$ cat src/rtl/xy_follow_responder_pkg.sv
// Shared types and limits for the x_sig -> y_sig follow responder.
package xy_resp_pkg;

  typedef enum logic [1:0] {
    IDLE,
    RUN,
    HOLD
  } state_t;

  localparam int LATENCY_MAX  = 16;
  localparam int MAX_PEND_MAX = 255;

  // Width needed to hold a backlog count of 0..max_pend.
  function automatic int pw_f(input int max_pend);
    return $clog2(max_pend + 1);
  endfunction

endpackage

$ cat src/rtl/xy_follow_responder_if.sv
// Request/response signal bundle between a request source and the responder.
interface xy_follow_responder_if #(
  parameter int PW = 4
);
  logic          en;
  logic          x_sig;
  logic          stall;
  logic          ovf_clr;
  logic          y_sig;
  logic [PW-1:0] pend_cnt;
  logic          overflow;
  logic          busy;

  modport master (
    output en, x_sig, stall, ovf_clr,
    input  y_sig, pend_cnt, overflow, busy
  );

  modport slave (
    input  en, x_sig, stall, ovf_clr,
    output y_sig, pend_cnt, overflow, busy
  );
endinterface

$ cat src/rtl/xy_delay_line.sv
// Fixed-depth 1-bit shift register; a plain wire when DEPTH is 0.
module xy_delay_line #(
  parameter int DEPTH = 1
) (
  input  logic clk,
  input  logic rst_n,
  input  logic din,
  output logic dout,
  output logic occupied
);

  if (DEPTH == 0) begin : g_wire
    logic unused_ok;
    assign unused_ok = clk ^ rst_n;
    assign dout      = din;
    assign occupied  = 1'b0;
  end else begin : g_shift
    logic [DEPTH-1:0] stage_p;

    always_ff @(posedge clk or negedge rst_n) begin
      if (!rst_n) begin
        stage_p <= '0;
      end else begin
        stage_p[0] <= din;
        for (int i = 1; i < DEPTH; i++) begin
          stage_p[i] <= stage_p[i-1];
        end
      end
    end

    assign dout     = stage_p[DEPTH-1];
    assign occupied = |stage_p;
  end

endmodule

$ cat src/rtl/xy_follow_responder.sv
// Follow-protocol responder: one y_sig pulse per accepted x_sig request,
// LATENCY clocks later, with a bounded backlog while downstream stalls.
module xy_follow_responder
  import xy_resp_pkg::*;
#(
  parameter int LATENCY  = 1,
  parameter int MAX_PEND = 8
) (
  input logic                  clk,
  input logic                  rst_n,
  xy_follow_responder_if.slave bus
);

  localparam int PW = pw_f(MAX_PEND);

  if (LATENCY < 1 || LATENCY > LATENCY_MAX) begin : g_bad_latency
    $fatal(1, "xy_follow_responder: LATENCY %0d outside 1..%0d", LATENCY, LATENCY_MAX);
  end
  if (MAX_PEND < 1 || MAX_PEND > MAX_PEND_MAX) begin : g_bad_max_pend
    $fatal(1, "xy_follow_responder: MAX_PEND %0d outside 1..%0d", MAX_PEND, MAX_PEND_MAX);
  end

  logic          accept;
  logic          arrival;
  logic          issue;
  logic          line_occ;
  logic          ovf_set;
  logic [PW-1:0] pend_nxt;
  state_t        state, state_nxt;

  assign accept = bus.x_sig & bus.en;

  xy_delay_line #(
    .DEPTH (LATENCY - 1)
  ) u_dly (
    .clk      (clk),
    .rst_n    (rst_n),
    .din      (accept),
    .dout     (arrival),
    .occupied (line_occ)
  );

  // A matured response either issues now or joins the backlog; at a full
  // backlog a stalled arrival is dropped instead.
  assign issue   = (arrival | (bus.pend_cnt != '0)) & ~bus.stall;
  assign ovf_set = arrival & ~issue & (bus.pend_cnt == PW'(MAX_PEND));

  always_comb begin
    pend_nxt = bus.pend_cnt;
    if (!ovf_set) begin
      pend_nxt = bus.pend_cnt + PW'(arrival) - PW'(issue);
    end
  end

  always_ff @(posedge clk or negedge rst_n) begin
    if (!rst_n) begin
      bus.y_sig    <= 1'b0;
      bus.pend_cnt <= '0;
      bus.overflow <= 1'b0;
    end else begin
      bus.y_sig    <= issue;
      bus.pend_cnt <= pend_nxt;
      bus.overflow <= ovf_set | (bus.overflow & ~bus.ovf_clr);
    end
  end

  assign bus.busy = line_occ | (bus.pend_cnt != '0) | bus.y_sig;

  always_ff @(posedge clk or negedge rst_n) begin
    if (!rst_n) state <= IDLE;
    else        state <= state_nxt;
  end

  // Activity tracker; mirrors busy and never feeds back into the datapath.
  always_comb begin
    state_nxt = state;
    case (state)
      IDLE: if (accept) state_nxt = RUN;
      RUN: begin
        if (bus.stall && ((bus.pend_cnt != '0) || arrival)) state_nxt = HOLD;
        else if (!bus.busy && !accept)                      state_nxt = IDLE;
      end
      HOLD:    if (!bus.stall) state_nxt = RUN;
      default: state_nxt = IDLE;
    endcase
  end

endmodule

$ cat src/flat_wrapper.sv
// flat-port wrapper written by rule: the top's interface ports become plain ports
module xy_follow_responder_flat import xy_resp_pkg::*;
#(
  parameter int LATENCY  = 1,
  parameter int MAX_PEND = 8
)
  (clk, rst_n, bus_en, bus_x_sig, bus_stall, bus_ovf_clr, bus_y_sig, bus_pend_cnt, bus_overflow, bus_busy);
  xy_follow_responder_if #(.PW(pw_f(4))) bus_i ();
  input logic clk;
  input logic rst_n;
  input wire logic [$bits(bus_i.en)-1:0] bus_en;
  input wire logic [$bits(bus_i.x_sig)-1:0] bus_x_sig;
  input wire logic [$bits(bus_i.stall)-1:0] bus_stall;
  input wire logic [$bits(bus_i.ovf_clr)-1:0] bus_ovf_clr;
  output wire logic [$bits(bus_i.y_sig)-1:0] bus_y_sig;
  output wire logic [$bits(bus_i.pend_cnt)-1:0] bus_pend_cnt;
  output wire logic [$bits(bus_i.overflow)-1:0] bus_overflow;
  output wire logic [$bits(bus_i.busy)-1:0] bus_busy;
  assign bus_i.en = bus_en;
  assign bus_i.x_sig = bus_x_sig;
  assign bus_i.stall = bus_stall;
  assign bus_i.ovf_clr = bus_ovf_clr;
  assign bus_y_sig = bus_i.y_sig;
  assign bus_pend_cnt = bus_i.pend_cnt;
  assign bus_overflow = bus_i.overflow;
  assign bus_busy = bus_i.busy;
  xy_follow_responder #(.LATENCY(LATENCY), .MAX_PEND(MAX_PEND)) u_core (.clk(clk), .rst_n(rst_n), .bus(bus_i));
endmodule
$ cat config.mk
export PLATFORM = sky130hd
export DESIGN_NAME = xy_follow_responder_flat
export DESIGN_NICKNAME = d
export VERILOG_FILES = /design/src/rtl/xy_follow_responder_pkg.sv /design/src/rtl/xy_follow_responder_if.sv /design/src/rtl/xy_delay_line.sv /design/src/rtl/xy_follow_responder.sv /design/src/flat_wrapper.sv
export SDC_FILE = /design/constraint.sdc
export NUM_CORES = 1
export LEC_CHECK = 0
export CORE_AREA = 2 2 39 41
export DETAILED_ROUTE_END_ITERATION = 10
export DIE_AREA = 0 0 41 43
export SLEW_MARGIN = 20
export SYNTH_ARGS = -nofsm -noshare
export SYNTH_HDL_FRONTEND = slang
export SYNTH_SLANG_ARGS = --single-unit
$ cat constraint.sdc
create_clock -name clk -period 1.9 [get_ports clk]
set_input_delay 0.475 -clock clk [delete_from_list [all_inputs] [get_ports clk]]
set_output_delay 0.475 -clock clk [all_outputs]
set_load 0.01 [all_outputs]
Routed metal per tile:
Drawn at 6 px/um. The die is cut into 8 by 9 equal tiles; dark purple is low, yellow is high, scaled to the fullest tile. Values are wire area over tile area, all layers added.
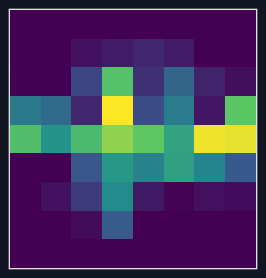
The mean over all tiles is 0.051. 44% of the tiles are nearly empty. The fullest tile reaches 0.25. 18% of the tiles are over half the peak.
total wire length: 510 um
vias after detailed routing: 203
GRT Total Usage: 7.29%
detailed-route wire length per cell: 9.44 um

Placement by cell class:
Drawn at 12 px/um.
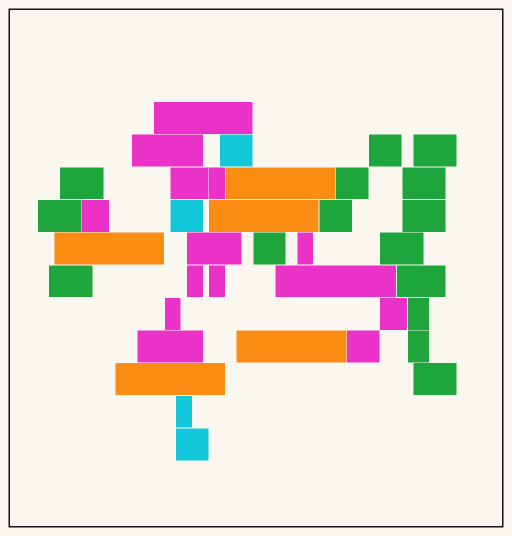
remaining logic cells: in magenta, cells 14, share of their area 33%. remaining buffers and delay cells: in green, cells 15, share of their area 31%. clock drivers and dummy loads: in cyan, cells 4, share of their area 6.2%. registers: in orange, cells 5, share of their area 29%.
row count: 14
CORE AREA: 1380 um^2
Layout Utilization: 32.1%

The metal 3 layer:
Drawn at 12 px/um.
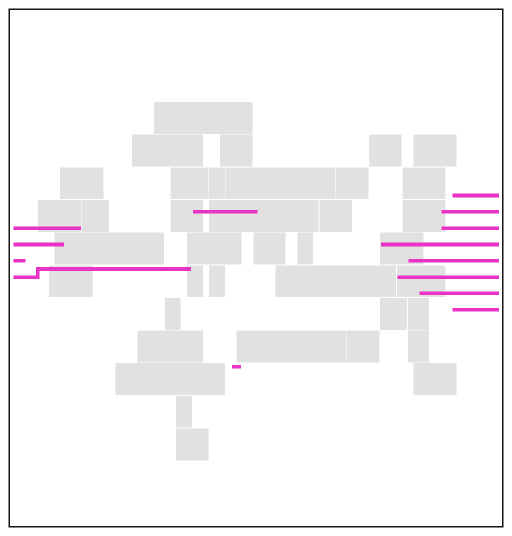
The wires run mostly horizontal. 13 nets have wire on it. The longest straight run is 12.6 um.
fraction of met3 tracks used by global routing: 3.14%

Pin map:
Drawn at 8 px/um. Pins as bars across the die edge, other pins in gray.
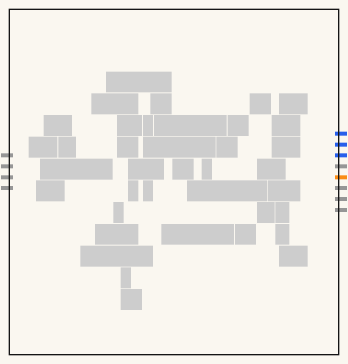
`bus_pend_cnt`: in blue, pins 3, direction output, edge east. `bus_en`: in orange, pins 1, direction input, edge east.
height of the die: 43 um
I/O Buffers: 11
die width: 41 um

==> impl_metrics.toml <==
# yosys + openroad results
[setup_path]
cp_slowest_stage_delay_ns = 0.40
critical_path.n_buffers_inverters = 2
crit_chain = "a2111oi_4, nor2_1, ha_1, inv_1, ha_2, inv_2, fa_2, xnor2_2, xnor2_1"
timing.rr.end = "u_core.bus.pend_cnt[2]"
timing.critical_path.arrival_ns = 2.18
worst-path-max-fanout = 2
endpoint_kind = "register"
crit_required_ns = 2.03
critical-path-top-delay-family = "adder cells"
worst-r2r-cell-count = 9
timing.critical_path.from = "u_core.bus.pend_cnt[2]"
cp_endpoint = "u_core.bus.pend_cnt[2]"
worst_setup_path_start_kind = "register"
critPathSlowestCell = "dfrtp_1"

[cells_and_area]
final_net_count = 48
area_growth_syn_to_layout_pct = 88.8
number_of_inserted_diodes = 0
final_cell_mix = "clkdlybuf4s50_1, dfrtp_1, buf_4, inv_1, clkbuf_4"
final.fill_count = 146
mostFrequentLayoutCell = "clkdlybuf4s50_1"
ff_latch_area_um2 = 125
final_area_um2 = 444
max_ffs_per_register = 3
area.combinational_um2 = 126
final_layout_size_suffix_gt1_share_pct = 39.5
reg_top3 = "u_core.bus.pend_cnt: 3 flops, u_core.bus.overflow: 1 flops, u_core.bus.y_sig: 1 flops"
fin_cells = 54

[logic_synthesis]
ys_seq_share_pct = 53.2
netlist_area_um2 = 235
ys_area_um2 = 235
synth_xor_xnor_area_share_pct = 7.45
area_fraction_in_compound_gates_after_synthesis_pct = 3.72
synthCells = 19
synthSimpleGateAreaFrac_pct = 10.1
yosys_register_bits = 5
synth.lib_cells_used.distinct = 10
fp_nets = 28
mux_share_pct = 0
synthesis.yosys.warnings = 0
number_of_cell_instances_after_yosys_synthesis = 19

[min_path]
holdCritPathClass = "input pin to asynchronous set/reset pin"

[global_routing]
grt-ovfl-total = 0
met1_usage_pct = 7.92
grt_max_degree = 6
wire_length_of_the_first_global_routing_pass_um = 793
globalRouteMet2Util_pct = 10.3
grt_most_used_layer = "met2"
antenna_found_initial = 0

[clock_network]
clock.latency.late_pin_ns = 0.25
cts_hold_buffers = 0
cts_max_level = 1
cts_buffer_depth = 2
clock_pin_slew_worst_setup_and_hold_paths_ns = 0.04
postCtsSetupBuffers = 1
ctsResizeCount = 14
cts_root_buf = "clkbuf_4"

[timing]
hold-worst-slack_ns = 0.450
final.period_utilization_pct = 108
finalMaxSlewViolations = 0
timing.max_slew.rel_slack_pct = 84.7
timing_worst_slew_pin_value_ns = 0.229
setup_repair_after_global_routing_missed_its_margin = "true"
fin_ws_ns = -0.152
setup_viol_count_final = 3
timing.clock.skew_ns = 0.0000716

[routing]
drc = 0
metal1_wirelength_um = 208
detail_route.vias_per_cell = 3.76
drt-pass1-iter-count = 1
drtAntennaViolNets = 0
dr_wl_met2_um = 211

[placed_design]
dpl-instance-area_um2 = 409
numPlacedInstances = 49
place.detailed.hpwl_um = 413
pre_cts_slack_ns = -0.738
gp_congestion = 0.643

[die]
boundaryPins = 12
core_util_floorplan_pct = 17.0
chipArea_um2 = 1760

[power]
pwr_per_cell_area_nw_per_um2 = 1530
ir_drop_mv = 0.582

[run_status]
status = "finished, violations left"
failed_checks = "setup timing"

[job]
maxCapViolations = 0
## cells in the mapped netlist, drive strengths merged
cell type / number / area, um^2
dfrtp: 5 / 125
inv: 4 / 15.0
ha: 2 / 25.0
xnor2: 2 / 17.5
a2111oi: 1 / 8.76
and2: 1 / 6.26
fa: 1 / 20.0
nor2: 1 / 3.75
nor2b: 1 / 6.26
or4: 1 / 7.51
## final cells by class
class	instances	area share, %
repair buffers	15	29.6
inverters	4	3.38
flip-flops and latches	5	28.2
well taps	16	4.51
multi-input cells	10	28.5
clock buffers	4	5.92
## where the power goes
part	internal, W	total (W)	switching [W]
clock network	0.0000797	0.000127	0.0000477
registers	0.000149	0.000192	0.0000430
logic	0.000221	0.000360	0.000138
total	0.000450	0.000679	0.000229
No activity file was given, so power comes from the tool's default toggle rates.
